--- config.mk ---
export PLATFORM = sky130hd
export DESIGN_NAME = pipeline_hazard_ctl
export DESIGN_NICKNAME = d
export VERILOG_FILES = /design/src/rtl/pipeline_hazard_ctl.sv
export SDC_FILE = /design/constraint.sdc
export NUM_CORES = 1
export LEC_CHECK = 0
export CORE_MARGIN = 1.5
export CORE_UTILIZATION = 45
export DETAILED_ROUTE_END_ITERATION = 10
export PLACE_DENSITY = 0.81
export SLEW_MARGIN = 25
export SYNTH_ARGS = -nofsm -noshare
export SYNTH_HDL_FRONTEND = slang
export SYNTH_SLANG_ARGS = --single-unit
--- constraint.sdc ---
create_clock -name clk -period 3.7 [get_ports clk]
set_clock_uncertainty 0.2 [all_clocks]
set_input_delay 0.74 -clock clk [delete_from_list [all_inputs] [get_ports clk]]
set_output_delay 0.74 -clock clk [all_outputs]
set_load 0.1 [all_outputs]
--- src/rtl/pipeline_hazard_ctl.sv ---
// Hazard and sequencing control for a 5-stage RV32I pipeline: load-use stalls,
// EX operand forwarding selects, redirect squashes and ECALL/EBREAK halt.
module pipeline_hazard_ctl #(
    parameter int FLUSH_CYCLES = 2
) (
    input  logic        clk,
    input  logic        rst,
    input  logic        id_valid,
    input  logic [31:0] id_instr,
    input  logic        ex_redirect,
    input  logic        resume,
    output logic        stall_if,
    output logic        stall_id,
    output logic        flush_if_id,
    output logic        bubble_ex,
    output logic [1:0]  fwd_a_sel,
    output logic [1:0]  fwd_b_sel,
    output logic        halted
);

    localparam logic [6:0] OP_LUI    = 7'b0110111;
    localparam logic [6:0] OP_AUIPC  = 7'b0010111;
    localparam logic [6:0] OP_JAL    = 7'b1101111;
    localparam logic [6:0] OP_JALR   = 7'b1100111;
    localparam logic [6:0] OP_BRANCH = 7'b1100011;
    localparam logic [6:0] OP_LOAD   = 7'b0000011;
    localparam logic [6:0] OP_STORE  = 7'b0100011;
    localparam logic [6:0] OP_OPIMM  = 7'b0010011;
    localparam logic [6:0] OP_OP     = 7'b0110011;
    localparam logic [6:0] OP_SYSTEM = 7'b1110011;

    localparam logic [2:0] FLUSH_RELOAD = 3'(FLUSH_CYCLES - 1);

    typedef enum logic [1:0] {
        ST_RUN,
        ST_FLUSH,
        ST_HALT
    } state_t;

    state_t     r_state, w_state_nxt;
    logic [2:0] r_cnt, w_cnt_nxt;

    // Scoreboard: only EX and MEM entries are kept because forwarding is registered
    // at issue, so the producer a consumer sees in WB was in MEM when it issued.
    logic       r_ex_vld, r_ex_ld, r_mem_vld;
    logic [4:0] r_ex_rd, r_mem_rd;
    logic [1:0] r_fwd_a, r_fwd_b;

    logic [6:0] w_opcode;
    logic [4:0] w_rs1, w_rs2, w_rd;
    logic       w_use_rs1, w_use_rs2, w_wr_rd, w_is_load, w_is_halt;
    logic       w_ex_hit_a, w_ex_hit_b, w_mem_hit_a, w_mem_hit_b;
    logic       w_load_use, w_issue;
    logic       w_stall, w_flush, w_bubble, w_halted;
    logic       w_unused_funct3;

    assign w_opcode        = id_instr[6:0];
    assign w_rd            = id_instr[11:7];
    assign w_rs1           = id_instr[19:15];
    assign w_rs2           = id_instr[24:20];
    assign w_unused_funct3 = &{1'b0, id_instr[14:12]};

    assign w_use_rs1 = w_opcode inside {OP_JALR, OP_BRANCH, OP_LOAD, OP_STORE, OP_OPIMM, OP_OP};
    assign w_use_rs2 = w_opcode inside {OP_BRANCH, OP_STORE, OP_OP};
    assign w_wr_rd   = (w_opcode inside {OP_LUI, OP_AUIPC, OP_JAL, OP_JALR, OP_LOAD, OP_OPIMM, OP_OP})
                       && (w_rd != 5'd0);
    assign w_is_load = (w_opcode == OP_LOAD);
    assign w_is_halt = (w_opcode == OP_SYSTEM)
                       && ((id_instr[31:20] == 12'h000) || (id_instr[31:20] == 12'h001));

    // Entries are only valid for rd != x0, so x0 can never match here.
    assign w_ex_hit_a  = w_use_rs1 && r_ex_vld  && (r_ex_rd  == w_rs1);
    assign w_ex_hit_b  = w_use_rs2 && r_ex_vld  && (r_ex_rd  == w_rs2);
    assign w_mem_hit_a = w_use_rs1 && r_mem_vld && (r_mem_rd == w_rs1);
    assign w_mem_hit_b = w_use_rs2 && r_mem_vld && (r_mem_rd == w_rs2);

    assign w_load_use = id_valid && r_ex_ld && (w_ex_hit_a || w_ex_hit_b);

    function automatic logic [1:0] fwd_src(input logic ex_hit, input logic ex_ld, input logic mem_hit);
        if (ex_hit && !ex_ld) return 2'b01;
        if (mem_hit)          return 2'b10;
        return 2'b00;
    endfunction

    always_comb begin
        w_state_nxt = r_state;
        w_cnt_nxt   = r_cnt;
        w_stall     = 1'b0;
        w_flush     = 1'b0;
        w_bubble    = 1'b0;
        w_halted    = 1'b0;
        w_issue     = 1'b0;
        case (r_state)
            ST_RUN: begin
                if (ex_redirect) begin
                    w_flush  = 1'b1;
                    w_bubble = 1'b1;
                    if (FLUSH_CYCLES > 1) begin
                        w_state_nxt = ST_FLUSH;
                        w_cnt_nxt   = FLUSH_RELOAD;
                    end
                end else if (w_load_use) begin
                    w_stall  = 1'b1;
                    w_bubble = 1'b1;
                end else if (id_valid) begin
                    w_issue = 1'b1;
                    if (w_is_halt) w_state_nxt = ST_HALT;
                end
            end
            ST_FLUSH: begin
                w_flush  = 1'b1;
                w_bubble = 1'b1;
                if (ex_redirect) begin
                    w_cnt_nxt = FLUSH_RELOAD;
                end else if (r_cnt <= 3'd1) begin
                    w_cnt_nxt   = 3'd0;
                    w_state_nxt = ST_RUN;
                end else begin
                    w_cnt_nxt = r_cnt - 3'd1;
                end
            end
            ST_HALT: begin
                w_stall  = 1'b1;
                w_bubble = 1'b1;
                w_halted = 1'b1;
                if (resume) w_state_nxt = ST_RUN;
            end
            default: w_state_nxt = ST_RUN;
        endcase
    end

    always_ff @(posedge clk or negedge rst) begin
        if (!rst) begin
            r_state <= ST_RUN;
            r_cnt   <= 3'd0;
        end else begin
            r_state <= w_state_nxt;
            r_cnt   <= w_cnt_nxt;
        end
    end

    always_ff @(posedge clk or negedge rst) begin
        if (!rst) begin
            r_ex_vld  <= 1'b0;
            r_ex_ld   <= 1'b0;
            r_mem_vld <= 1'b0;
            r_fwd_a   <= 2'b00;
            r_fwd_b   <= 2'b00;
        end else begin
            r_ex_vld  <= w_issue && w_wr_rd;
            r_ex_ld   <= w_issue && w_wr_rd && w_is_load;
            r_mem_vld <= r_ex_vld;
            r_fwd_a   <= w_issue ? fwd_src(w_ex_hit_a, r_ex_ld, w_mem_hit_a) : 2'b00;
            r_fwd_b   <= w_issue ? fwd_src(w_ex_hit_b, r_ex_ld, w_mem_hit_b) : 2'b00;
        end
    end

    always_ff @(posedge clk) begin
        r_ex_rd  <= w_rd;
        r_mem_rd <= r_ex_rd;
    end

    assign stall_if    = w_stall;
    assign stall_id    = w_stall;
    assign flush_if_id = w_flush;
    assign bubble_ex   = w_bubble;
    assign halted      = w_halted;
    assign fwd_a_sel   = r_fwd_a;
    assign fwd_b_sel   = r_fwd_b;

endmodule

==> run_1/clock_map.png <==
The bar under the picture is 20 µm long.
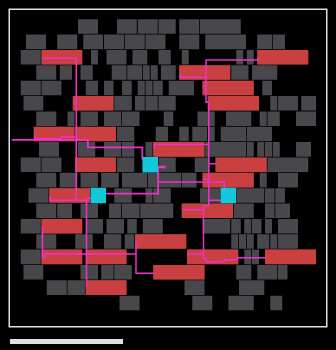
legend:
  cyan:
    item: cells driving clock nets
    count: 3
  magenta:
    item: clock wires
    length: 246 µm
  red:
    item: flip-flops
    count: 22
routed clock nets: 4
latest clock arrival within the worst-skew pair: 310 ps
clock share of power: 17.2%
Clock group: 0.132 mW

==> run_1/final_clocks.png <==
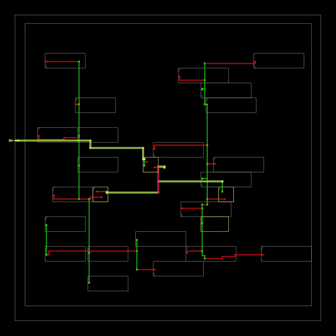
TritonCTS Sinks: 22
sequential cell count of the final layout: 22
Layout clock buffers: 4

==> run_1/cell_classes.png <==
Fill, decap, tap and diode cells in grey.
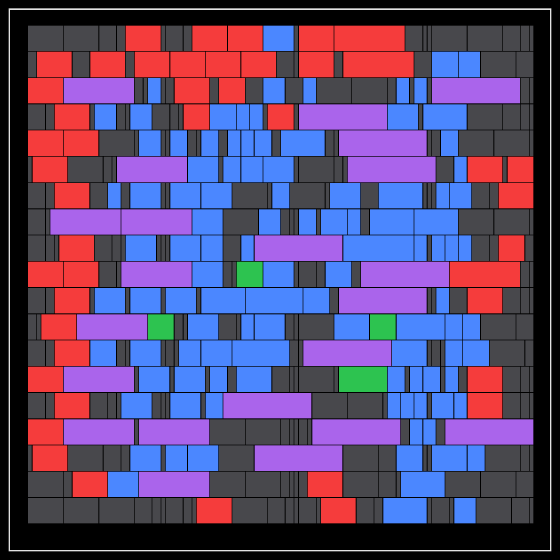
legend:
  green:
    class: clock drivers and dummy loads
    cells: 4
    share_of_their_area: 2.1%
  red:
    class: other buffers and delay cells
    cells: 45
    share_of_their_area: 27%
  purple:
    class: flip-flops
    cells: 22
    share_of_their_area: 28%
  blue:
    class: all other logic
    cells: 106
    share_of_their_area: 43%
Design Area, Final: 1804 µm²
number of standard-cell rows in the floorplan: 19
utilization after layout: 66.57%

==> run 1: cell usage after synthesis (2+ instances only) <==
master,n
a21oi_1,2
and3_1,2
dfrtp_1,12
dfxtp_1,10
ha_1,6
inv_1,6
nand2_1,10
nand2b_1,2
nand3_1,3
nand3b_1,3
nand4_1,3
nor2_1,11
nor3_1,4
nor3b_1,2
nor4_1,2
nor4b_1,2
o21ai_0,5
o21ai_1,2
xnor2_1,14
xor2_1,6
==> run 1: logic make-up after synthesis <==
kind of cell,share of synthesized area [%]
XOR/XNOR,13.88
AND/OR/NAND/NOR,26.56
adder cells (fa/ha/maj),5.946
buffers and inverters,3.271
AND-OR/OR-AND,10.70
flip-flops,39.64
==> run 1: layer usage <==
layer	global-route usage, %	wire length (µm)
met3	4.651	152
met4	5.102	63
met5	0	0
met2	36.81	1534
met1	20.89	1100
==> run notes, run 1 <==
Notes on the physical design

The total of endpoints with negative setup slack in the final report is 0. The critical path's slowest cell is clkdlybuf4s50_1. The pin count of the biggest net entering global routing is 13.

The number of ports placed on the die boundary is 46. The flow inserted 31 tap cells. Synthesis produced a netlist with a net count of 173. The top cell types in the final layout, fill and taps aside, are clkdlybuf4s50_1, xnor2_1, dfrtp_1, nor2_1. The max capacitance violation total is 0.

The via count of the first global-routing pass is 1230. The required time at the worst-slack endpoint is 2760 ps. The floorplan step set the die height to 55.97 µm.

The registers reported with the highest flop counts are r_ex_rd (5), r_mem_rd (5), r_cnt (3). The worst hold slack after final layout is 200.8 ps. The average vias per placed instance is 5.438. The tool warning count for the run is 34. Buffers inserted during clock tree synthesis total 3. The final worst slack is 111.9 ps. The share of total power consumed by net switching is 39.66%. After layout, the inverter instance count without clock inverters stands at 6. The critical path class is input port to output pin. The count of flip-flops with a built-in enable after synthesis is 0.

STA classifies the critical path endpoint as an output pin. The buffer and inverter count on the worst path is 2. The post-place instance area is 1762 µm².

The average detailed-routed wire length per instance is 13.71 µm. The number of DRC markers after the initial detailed-route iteration is 29. The peak supply drop is 0.4659 mV. STA classifies the critical path startpoint as an input port. Per the gpl log, the routability congestion estimate is 0.8138.

The routed layout has 1131 vias. The total routed wirelength is 2851 µm. The synthesis log from Yosys contains 0 warnings. The worst min-delay path startpoint is r_ex_rd[0]. The post-synthesis instance area is 1262 µm².

The top cell type in the final layout, fill and taps aside, is clkdlybuf4s50_1. The worst setup slack for register-to-register paths is 1370 ps. The clock root buffer master is clkbuf_4. Per the final timing report, the hold violations number 0. The all-layer global routing usage is 19.27%. The switching component of the power was reported as 0.3044 mW. The first global-routing pass estimated 4885 µm of wire. The filler cells instantiated in the layout total 229. The final antenna diode tally reported by the flow is 0. dfrtp_1 takes more of the synthesized area than any other cell. The total overflow left after global routing is 0. The first-pass iteration count of the detailed router is 4.

The achievable frequency is 278.7 MHz. The endpoint of the worst setup timing path is bubble_ex. The proportion of power drawn by flip-flops and latches is 36.3%. The worst min-delay path class is flip-flop to flip-flop. After synthesis, flip-flops and latches occupy 39.64% of the total area. The full die area is 3132 µm². The cell kind with the greatest summed area is combinational gates.

Combinational cells account for 46.4% of the total power. The layout net count is 221. The design internal power is 0.4632 mW. The number of standard cells in the final layout excluding fillers is 208. Max-slew check failures listed in the final report amount to 0. During placement, the flow inserted port buffers numbering 42. The final-layout setup total negative slack is 0 ps.

The post-placement cell count is 204. The non-clock buffer count in the final layout is 45. The cell area power density is 425.5 nW/µm². The layout overhead on the synthesized area is 42.91%. The floorplan step defined a core boundary enclosing 2710 µm².

The hold-critical path depth is 0. The floorplan step records an initial core utilization of 46.58%. The critical path starts at id_instr[2]. The fraction of layout cells with a size suffix above 1 is 11.86%. Measured in cells, the most critical reg-to-reg path has a length of 7. The proportion of cell area spent on the clock network is 2.011%. The run finished with clean final reports. The post-synthesis average cell area is 9.711 µm². The area of the multi-input gates is 738.2 µm². The portion of the layout cell area used by non-clock buffers is 25.94%. For this design, the CTS-stage hold fixing added 0 buffers. Per the synth stats, the flop cell with the highest instance count is dfrtp_1. CTS reports a maximum clock tree buffer depth of 2.

The design draws 0.7677 mW. Looking at the max-slew report, the worst-margin pin has a slew of 960.9 ps. The tightest slew margin relative to the limit is 35.74%. Of all power groups, the one with the highest power is combinational logic. The detailed-route DRC error count is 0. The power in combinational cells is 0.356 mW. For reference, the top cells by area after synthesis are dfrtp_1, dfxtp_1, xnor2_1, ha_1, xor2_1.

For hold timing, the worst endpoint is r_mem_rd[0]. The number of synthesized register bits is 22. The post-placement worst setup slack is 28.08 ps. The detailed placement HPWL is 2438 µm. In this run the remaining antenna-violating nets after routing total 0. The clock period could shrink to 3588 ps. The total setup buffers inserted after CTS is 0. The area occupied by registers is 500.5 µm². The share of the synthesized area in the top cell type is 23.79%. The initial antenna violation count is 0. The end of the worst register-to-register path is fwd_a_sel[1]. The timing report attributes the biggest portion of critical-path delay to AND-OR/OR-AND gates. The fraction of cell area in sequential cells is reported as 27.74%. The clock-pin slew on the worst setup and hold paths is 120 ps.

The x dimension of the die is 55.97 µm. Setup repair after global routing left no endpoint under its margin. Multi-input gates account for 40.92% of the area. For this design the static power due to leakage is 0.7383 nW. The distinct cell type count after synthesis is 43.

The number of logic gates is 100. The number of H-tree levels is 1. The report lists the number of cells resized after CTS as 0. The synthesis report gives the async set-or-reset register share as 54.55%. The maximum fanout encountered on the critical timing path is 5. The total cell area reported by yosys after synthesis is 1262 µm². The total cells reported by yosys after synthesis is 130. The clock tree from TritonCTS is built. Walking the worst path, the cells encountered are clkdlybuf4s50_1, or2_1, a211o_1, nor3_4, o211ai_1, a211oi_4, buf_12. The longest incremental delay of any stage on the critical path is reported as 460 ps. The signal arrival time at the worst endpoint is 2650 ps. The number of cells on the critical path is 7. Synthesis handed over a netlist of 130 instances. The flow reports power dissipated in sequential cells as 0.279 mW. The final critical path takes up 96.97% of the cycle.
==> run_1/metal_stack.png <==
The bar under the picture is 20 µm long. Two of the layers only.
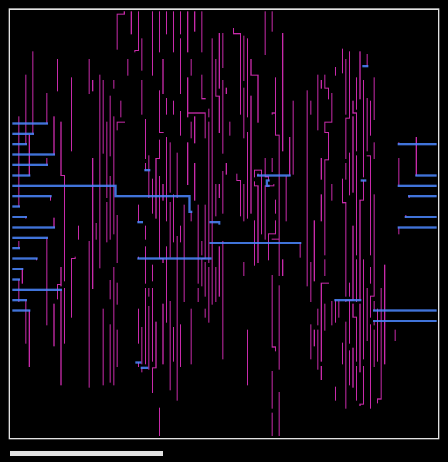

## Run 2: what changed since run 1
- CORE_UTILIZATION: 45 -> 47
- PLACE_DENSITY: 0.81 -> 0.94
==> run_2/metal_stack.png <==
The bar under the picture is 20 µm long. Two of the layers only.
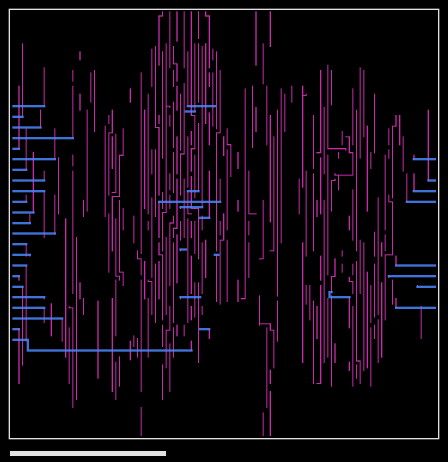
legend:
  magenta:
    layer: met2
    wire_length: 1710 µm
  blue:
    layer: met3
    wire_length: 143 µm
aggregate global-route resource usage: 21.86%
final routed wire length divided by cell count: 14.67 µm

==> run_2/registers.png <==
The bar under the picture is 20 µm long. Other sequential cells in the stronger grey, the rest of the logic in the fainter grey.
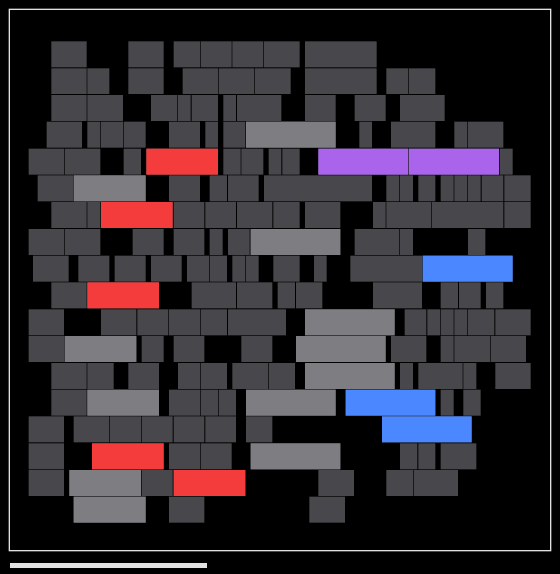
legend:
  blue:
    signal: `r_cnt`
    sequential_cells: 3
  purple:
    signal: `r_state`
    sequential_cells: 2
  red:
    signal: `r_mem_rd`
    sequential_cells: 5
utilization after layout: 72.52%
power of the sequential group: 0.279 mW
fraction of standard cell area that is sequential: 27.61%
footprint of the flip-flops and latches: 500.5 µm²

==> run_2/cell_classes.png <==
Fill, decap, tap and diode cells in grey.
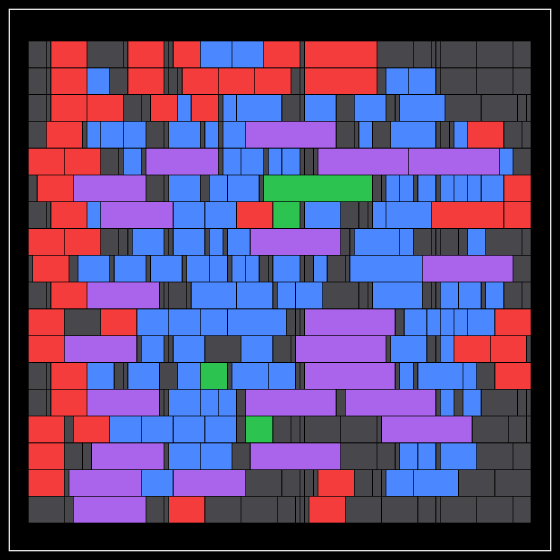
legend:
  purple:
    class: flip-flops
    cells: 22
    share_of_their_area: 28%
  red:
    class: other buffers and delay cells
    cells: 45
    share_of_their_area: 26%
  green:
    class: clock drivers and dummy loads
    cells: 4
    share_of_their_area: 3.0%
  blue:
    class: all other logic
    cells: 106
    share_of_their_area: 42%

==> run notes, run 2 <==
Notes on the physical design

The power in combinational cells is 0.362 mW. The detailed-route DRC error count is 0. The clock sink total is 22. Adding up every negative setup slack in the final design gives 0 ps. The total of endpoints with negative setup slack in the final report is 0. The cell family contributing the most delay on the critical path is AND-OR/OR-AND gates. The worst min-delay path startpoint is r_ex_rd[2].

Clock latency on the worst-skew pair, taken at its later pin, is 310 ps. The detailed router placed 1159 vias in this run. Measured in cells, the most critical reg-to-reg path has a length of 7. The hold-fix buffer count after cts is 0. The cell type with the largest total area is dfrtp_1. The share of synthesized cell area in full adder, half adder and majority cells is 5.946%. Per the run report, area growth between synthesis and finish was 43.61%.

The element type at the critical path end is an output pin. The TritonCTS buffer count is 3. The buffer_ports step reported a buffer count of 42. The post-placement worst setup slack is 34.42 ps. The buffer and inverter count on the worst path is 2.

The most common logic cell in the final layout is clkdlybuf4s50_1. In this run the register-to-register setup slack is 1340 ps. The run finished with clean final reports. The via count of the first global-routing pass is 1170. The path class of the tightest hold or removal check is flip-flop to flip-flop. In the layout the commonest cells are clkdlybuf4s50_1, xnor2_1, dfrtp_1, nor2_1. The proportion of power drawn by combinational gates is 43.7%. The share of total power consumed by net switching is 38.07%.

The first global-routing pass estimated 4629 µm of wire. By count the netlist is led by xnor2_1, dfrtp_1, nor2_1. Measured along the y axis, the die boundary spans 54.83 µm. The critical path class is input port to output pin. The area of the multi-input gates is 732.0 µm². The average vias per placed instance is 5.599. In this run the post-CTS setup repair buffer count came out at 0. The final weighted congestion in routability-driven placement is 0.8395. Synthesis produced a netlist with a net count of 173.

The first-pass iteration count of the detailed router is 4. The final worst slack is 93.89 ps. The number of ports placed on the die boundary is 46.

The number of DRC markers after the initial detailed-route iteration is 26. The fraction of the mapped netlist area in simple logic gates is 26.56%. The total cell area reported by yosys after synthesis is 1262 µm². Entering global routing, the biggest net connects 14 pins. After the last flow step, the layout net total stands at 221. The clock root buffer master is clkbuf_4. The wire-length estimate of the detail-placed layout is 2580 µm. The total cells reported by yosys after synthesis is 130. The initial antenna violation count was 0. The group drawing the most power is combinational logic. The area fraction in xor and xnor cells is 13.88%. The number of cells on the critical path is 7. The slew at the pin closest to its max-slew limit is 962.0 ps. The final max-slew violation count recorded for this run is 0. The largest registers in the layout are r_ex_rd (5), r_mem_rd (5), r_cnt (3).

In this run, power in the clock network comes to 0.188 mW. The clock tree from TritonCTS is built. The peak supply drop is 0.6793 mV. The cell count after synthesis is 130. The critical path's slowest cell is clkdlybuf4s50_1. CTS reports a maximum clock tree buffer depth of 2. Recorded from the global router log, the overflow total was 0. Per the CTS log, the maximum H-tree level is 1.

Per the timing report, the biggest fanout along the worst path comes to 5. A synthesized cell averages 9.711 µm². Fill cells in the final layout number 180.

The x dimension of the die is 54.83 µm. In the post-synthesis netlist, the biggest area contributors are dfrtp_1, dfxtp_1, xnor2_1, ha_1, xor2_1. The total tool warning count is 34.

The max capacitance violation total is 0. The number of placed instances, taps included, is 203. The most critical setup path has its endpoint at bubble_ex. The number of different library cells used by synthesis comes to 43. Derived from the worst setup path, the maximum achievable clock frequency is 277.3 MHz. The post-synthesis instance area is 1262 µm². The number of diodes is 0. The area fraction of the largest cell type after synthesis is 23.79%. Per STA, the startpoint of the critical path is id_instr[2]. The endpoint with the worst hold slack is r_mem_rd[2]. The required time at the worst-slack endpoint is 2760 ps. The complex-gate fraction of the synthesized area is 10.70%.

The warning tally printed by Yosys for this design is 0. The share of flip-flops with an asynchronous set or reset after synthesis is 54.55%. On the critical path the data arrives at 2670 ps.

The top flip-flop cell by instance count after synthesis is dfrtp_1. Of the available clock period, the critical path in the final layout requires 97.46%. The number of synthesized register bits is 22. The region available for standard cell placement spans 2500 µm². The largest stage delay on the critical path is 460 ps. The worst setup path is launched from an input port. The number of hold violations in the final report is 0. For this run, the number of standard cells in the final layout without fillers is 207. Looking at the worst setup and hold paths, the clock pins of their registers show a slew of 130 ps.

The switching power is 0.3155 mW. The most frequently used cell type in the post-synthesis netlist is xnor2_1. The sequential element share of the synthesized area is 39.64%. The count of flip-flops with a built-in enable after synthesis is 0. The shortest clock period the worst path allows after layout is 3606 ps. The flow reports that the clock network draws 22.6% of the design power. The synthesis run identifies the leading combinational cell family as simple AND/OR/NAND/NOR gates.

The final power report lists total power as 0.8287 mW. The leakage power total is 0.7298 nW. Yosys reports the multiplexer fraction of the synthesized area as 0%. The chip occupies 3006 µm². The tightest slew margin relative to the limit is 35.66%. The post-route netlist has 11.86% of its cells at a drive strength greater than 1. Dividing total power by cell area gives a power density of 457.1 nW/µm².

Setup repair after global routing left no endpoint under its margin. The report lists the cells along the critical path as clkdlybuf4s50_1, or2_1, a211o_1, nor3_4, o211ai_1, a211oi_4, buf_12. In the post-route report, total wirelength is listed as 3037 µm.
-- run 2: layer usage --
| layer | part of all wire [%] | routed length [µm] | GRT usage, % |
|---|---|---|---|
| met1 | 37 | 1136 | 21.71 |
| met2 | 56 | 1707 | 43.65 |
| met3 | 4.7 | 142 | 4.098 |
| met4 | 1.7 | 51 | 7.917 |
| met5 | 0 | 0 | 0 |
-- run 2: per-stage QoR --
stage	hold WS, ps	area, µm²	util, %
after CTS	201.8	1813	72.52
after floorplan	173.5	1274	-
after global routing	217.7	1813	72.52
after global placement	180.2	1760	70.42
final	201.9	1813	72.52
after detailed placement	184.1	1760	70.42
-- run 2: cell type report --
class,count,share of cell area (%)
clock buffers,3,1.242
flip-flops and latches,22,27.61
clock inverters,1,1.656
inverters,6,1.242
repair buffers,45,25.81
multi-input cells,100,40.37
well taps,30,2.070
Power figures rest on the tool's default switching activity, not on a simulated workload.
